`src/rtl/bfly_r2_pipe_if.sv`:
```
// rtl/bfly_r2_pipe_if.sv - input/output stream bundle for the radix-2 butterfly pipeline
// master drives operands and out_ready; slave is the butterfly itself.
interface bfly_r2_pipe_if #(
  parameter int DW = 16,
  parameter int TW = 16
);
  logic            in_valid;
  logic            in_ready;
  logic [2*DW-1:0] a;
  logic [2*DW-1:0] b;
  logic [2*TW-1:0] w;
  logic            scale;
  logic            out_valid;
  logic            out_ready;
  logic [2*DW-1:0] x0;
  logic [2*DW-1:0] x1;

  modport master (
    output in_valid, a, b, w, scale, out_ready,
    input  in_ready, out_valid, x0, x1
  );

  modport slave (
    input  in_valid, a, b, w, scale, out_ready,
    output in_ready, out_valid, x0, x1
  );
endinterface

```
`src/rtl/bfly_r2_pipe.sv`:
```
// rtl/bfly_r2_pipe.sv - 4-stage radix-2 butterfly x0/x1 = a +/- b*w with stall and optional halving
// BFLY_SAT_EN: defined -> out-of-range outputs saturate and sticky ovf is live; undefined -> wrap, ovf tied 0
module bfly_r2_pipe #(
  parameter int DW = 16,
  parameter int TW = 16
) (
  input  logic          clk,
  input  logic          rst_n,
  bfly_r2_pipe_if.slave bus,
  output logic          ovf,
  input  logic          ovf_clr
);
  localparam int PW = DW + TW;
  localparam int SW = DW + TW + 1;
  localparam int TD = DW + 1;
  localparam int BW = DW + 2;
  localparam logic signed [SW-1:0] RND = SW'(1) <<< (TW - 2);

  logic advance;
  logic v1, v2, v3, v4;

  assign advance       = bus.out_ready || !v4;
  assign bus.in_ready  = advance;
  assign bus.out_valid = v4;

  always_ff @(posedge clk or negedge rst_n) begin
    if (!rst_n) begin
      v1 <= 1'b0;
      v2 <= 1'b0;
      v3 <= 1'b0;
    end else if (advance) begin
      v1 <= bus.in_valid;
      v2 <= v1;
      v3 <= v2;
    end
  end

  logic signed [DW-1:0] a1_re, a1_im, b1_re, b1_im;
  logic signed [TW-1:0] w1_re, w1_im;
  logic                 sc1;
  logic signed [PW-1:0] p_rr, p_ii, p_ri, p_ir;
  logic signed [DW-1:0] a2_re, a2_im, a3_re, a3_im;
  logic                 sc2, sc3;
  logic signed [TD-1:0] t3_re, t3_im;
  logic signed [SW-1:0] sum_re, sum_im;

  assign sum_re = SW'(p_rr) - SW'(p_ii);
  assign sum_im = SW'(p_ri) + SW'(p_ir);

  // a and scale ride alongside the product path so each result pairs one transfer's operands
  always_ff @(posedge clk) begin
    if (advance) begin
      a1_re <= bus.a[DW-1:0];
      a1_im <= bus.a[2*DW-1:DW];
      b1_re <= bus.b[DW-1:0];
      b1_im <= bus.b[2*DW-1:DW];
      w1_re <= bus.w[TW-1:0];
      w1_im <= bus.w[2*TW-1:TW];
      sc1   <= bus.scale;
      p_rr  <= PW'(b1_re) * PW'(w1_re);
      p_ii  <= PW'(b1_im) * PW'(w1_im);
      p_ri  <= PW'(b1_re) * PW'(w1_im);
      p_ir  <= PW'(b1_im) * PW'(w1_re);
      a2_re <= a1_re;
      a2_im <= a1_im;
      sc2   <= sc1;
      t3_re <= TD'((sum_re + RND) >>> (TW - 1));
      t3_im <= TD'((sum_im + RND) >>> (TW - 1));
      a3_re <= a2_re;
      a3_im <= a2_im;
      sc3   <= sc2;
    end
  end

  function automatic logic signed [BW-1:0] halve(input logic signed [BW-1:0] s, input logic sc);
    return sc ? (s >>> 1) : s;
  endfunction

  function automatic logic fits(input logic signed [BW-1:0] s);
    return (s[BW-1:DW-1] == '0) || (s[BW-1:DW-1] == '1);
  endfunction

  function automatic logic [DW-1:0] lim(input logic signed [BW-1:0] s);
`ifdef BFLY_SAT_EN
    if (fits(s)) return s[DW-1:0];
    return s[BW-1] ? {1'b1, {(DW-1){1'b0}}} : {1'b0, {(DW-1){1'b1}}};
`else
    return s[DW-1:0];
`endif
  endfunction

  logic signed [BW-1:0] s0_re, s0_im, s1_re, s1_im;
  logic                 s4_ovf;

  assign s0_re  = halve(BW'(a3_re) + BW'(t3_re), sc3);
  assign s0_im  = halve(BW'(a3_im) + BW'(t3_im), sc3);
  assign s1_re  = halve(BW'(a3_re) - BW'(t3_re), sc3);
  assign s1_im  = halve(BW'(a3_im) - BW'(t3_im), sc3);
  assign s4_ovf = !(fits(s0_re) && fits(s0_im) && fits(s1_re) && fits(s1_im));

  logic [2*DW-1:0] x0_q, x1_q;

  always_ff @(posedge clk or negedge rst_n) begin
    if (!rst_n) begin
      v4   <= 1'b0;
      x0_q <= '0;
      x1_q <= '0;
    end else if (advance) begin
      v4 <= v3;
      if (v3) begin
        x0_q <= {lim(s0_im), lim(s0_re)};
        x1_q <= {lim(s1_im), lim(s1_re)};
      end
    end
  end

  assign bus.x0 = x0_q;
  assign bus.x1 = x1_q;

`ifdef BFLY_SAT_EN
  // set wins over a same-cycle clear
  always_ff @(posedge clk or negedge rst_n) begin
    if (!rst_n)                      ovf <= 1'b0;
    else if (advance && v3 && s4_ovf) ovf <= 1'b1;
    else if (ovf_clr)                ovf <= 1'b0;
  end
`else
  logic unused_wrap;
  assign unused_wrap = ^{s4_ovf, ovf_clr};
  assign ovf = 1'b0;
`endif
endmodule
```
`src/flat_wrapper.sv`:
```
// flat-port wrapper written by rule: the top's interface ports become plain ports
module bfly_r2_pipe_flat 
#(
  parameter int DW = 16,
  parameter int TW = 16
)
  (clk, rst_n, ovf, ovf_clr, bus_in_valid, bus_a, bus_b, bus_w, bus_scale, bus_out_ready, bus_in_ready, bus_out_valid, bus_x0, bus_x1);
  bfly_r2_pipe_if #(.DW(DW), .TW(TW)) bus_i ();
  input  logic clk;
  input  logic rst_n;
  output logic ovf;
  input  logic ovf_clr;
  input wire logic [$bits(bus_i.in_valid)-1:0] bus_in_valid;
  input wire logic [$bits(bus_i.a)-1:0] bus_a;
  input wire logic [$bits(bus_i.b)-1:0] bus_b;
  input wire logic [$bits(bus_i.w)-1:0] bus_w;
  input wire logic [$bits(bus_i.scale)-1:0] bus_scale;
  input wire logic [$bits(bus_i.out_ready)-1:0] bus_out_ready;
  output wire logic [$bits(bus_i.in_ready)-1:0] bus_in_ready;
  output wire logic [$bits(bus_i.out_valid)-1:0] bus_out_valid;
  output wire logic [$bits(bus_i.x0)-1:0] bus_x0;
  output wire logic [$bits(bus_i.x1)-1:0] bus_x1;
  assign bus_i.in_valid = bus_in_valid;
  assign bus_i.a = bus_a;
  assign bus_i.b = bus_b;
  assign bus_i.w = bus_w;
  assign bus_i.scale = bus_scale;
  assign bus_i.out_ready = bus_out_ready;
  assign bus_in_ready = bus_i.in_ready;
  assign bus_out_valid = bus_i.out_valid;
  assign bus_x0 = bus_i.x0;
  assign bus_x1 = bus_i.x1;
  bfly_r2_pipe #(.DW(DW), .TW(TW)) u_core (.clk(clk), .rst_n(rst_n), .bus(bus_i), .ovf(ovf), .ovf_clr(ovf_clr));
endmodule
```
`config.mk`:
```
export PLATFORM = sky130hd
export DESIGN_NAME = bfly_r2_pipe_flat
export DESIGN_NICKNAME = d
export VERILOG_FILES = /design/src/rtl/bfly_r2_pipe_if.sv /design/src/rtl/bfly_r2_pipe.sv /design/src/flat_wrapper.sv
export SDC_FILE = /design/constraint.sdc
export NUM_CORES = 2
export LEC_CHECK = 0
export ABC_AREA = 1
export ABC_CLOCK_PERIOD_IN_PS = 9690
export CAP_MARGIN = 20
export CORE_MARGIN = 8
export CORE_UTILIZATION = 41
export CTS_BUF_LIST = sky130_fd_sc_hd__clkbuf_2 sky130_fd_sc_hd__clkbuf_4 sky130_fd_sc_hd__clkbuf_8
export CTS_CLUSTER_DIAMETER = 100
export DETAILED_ROUTE_END_ITERATION = 8
export PLACE_DENSITY = 0.68
export SETUP_SLACK_MARGIN = 0.3
export SLEW_MARGIN = 20
export SYNTH_ARGS = -nofsm -noshare
export SYNTH_HDL_FRONTEND = slang
export SYNTH_SLANG_ARGS = --single-unit
```
`constraint.sdc`:
```
create_clock -name clk -period 9.69 [get_ports clk]
set_input_delay 1.938 -clock clk [delete_from_list [all_inputs] [get_ports clk]]
set_output_delay 1.938 -clock clk [all_outputs]
set_load 0.01 [all_outputs]
```
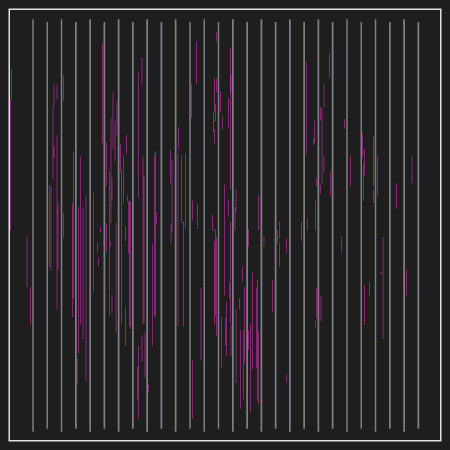
(met4 routing)
Supply wires on this layer in gray.
nets with wire on the layer: 89
longest straight run: 176 µm

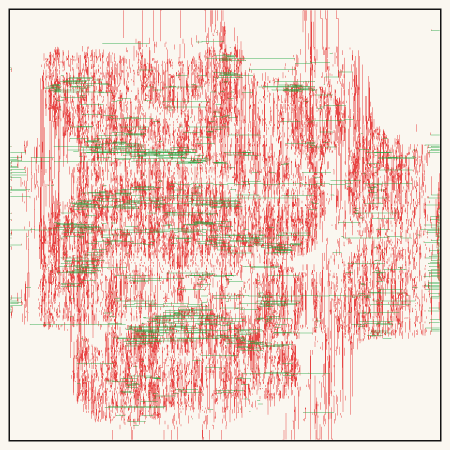
(signal wires by layer)
Only two layers are drawn.
| color | layer | wire length |
|---|---|---|
| green | met3 | 12,800 µm |
| red | met2 | 79.4 mm |

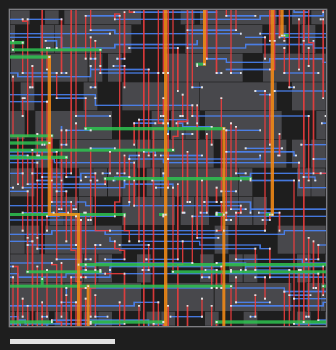
(a small window of the routed layout)
Bar = 10 µm. Window x 189 to 219, y 189 to 219 µm. Cells in gray, sequential cells in the stronger gray; small squares are vias.
| color | layer |
|---|---|
| orange | met4 |
| green | met3 |
| blue | met1 |
| red | met2 |
sequential cells in the window: 0
cells with their middle in the window: 80
most frequent: inv_1 (29), nand2_1 (28), fa_1 (19)

## sequential cells by signal, indices dropped and copies added, names as in the netlist, 17 cells and up
register and cells:
u_core.t3_im 17, u_core.p_rr 32, u_core.p_ri 32, u_core.t3_re 17, u_core.bus.x1 32, u_core.p_ir 32
u_core.p_ii 32, u_core.bus.x0 32
## Yosys cell counts (68+ instances only)
master / n / share of area (%)
fa_1: 1052 / 33
nand2_1: 1947 / 12
a21oi_1: 230 / 1.8
clkbuf_1: 201 / 1.2
nand3_1: 323 / 2.6
edfxtp_1: 325 / 15
dfrtp_1: 68 / 2.7
nor2_1: 376 / 2.2
ha_1: 510 / 10
inv_1: 2097 / 12
xor2_1: 121 / 1.7
o21ai_0: 153 / 1.2
==> Changelog: implementation <==
### Physical design

* Avg Inst Size Synth at 8.15 µm²
* Logic area at between 40,000 and 50,000 µm²
* DP Area at about 67,000 µm²
* Mux share at 0%
* Gpl congestion at 0.932
* Die width at 409 µm
* Layout area overhead at 8.67%
* Largest stage delay on the critical path at 0.82 ns
* WHS Endpoint: u_core.a3_re[11]
* Yosys cell types at 43
* Xor/xnor share at 2.10%
* EDFF count, synth at 325
* Final min period at slightly below 7 ns
* Non-clock buffers at 242
* Largest net degree at the start of global routing at 77
* DRC viols at 0
* Cells along the critical path: clkinv_1 > buf_4 > or2_2 > fa_1 > fa_1 > fa_1 > fa_1 > fa_1 > fa_1 > inv_1 > ha_1 > nand2_1 > nor2_1 > inv_1 > nor2_1 > nand4_1 > nand3b_1 > xor2_1
* Critical path depth at 18
* Seq/Total Area, Yosys at a little under a fifth
* Met3 routed WL at 12,800 µm
* Number of max-cap violations at 0
* Clk sinks at 393
* Tap Cells at 2,044
* Status: completed
* CP startpoint: u_core.w1_re[15]
* Post-route ant nets at 0
* Clock Path Buffers at 3
* Vias in the first global route at 51,900
* Fin cells at around 10,000
* First-pass GRT wire length at 283,000 µm
* Critical Path RT at approximately 10 ns
* Setup crit end: u_core.p_rr[22]
* Share of post-route cells with drive strength above 1 at 2.95%
* Detailed router's first-iteration violation count at 3,722
* Clock root buffer: clkbuf_8
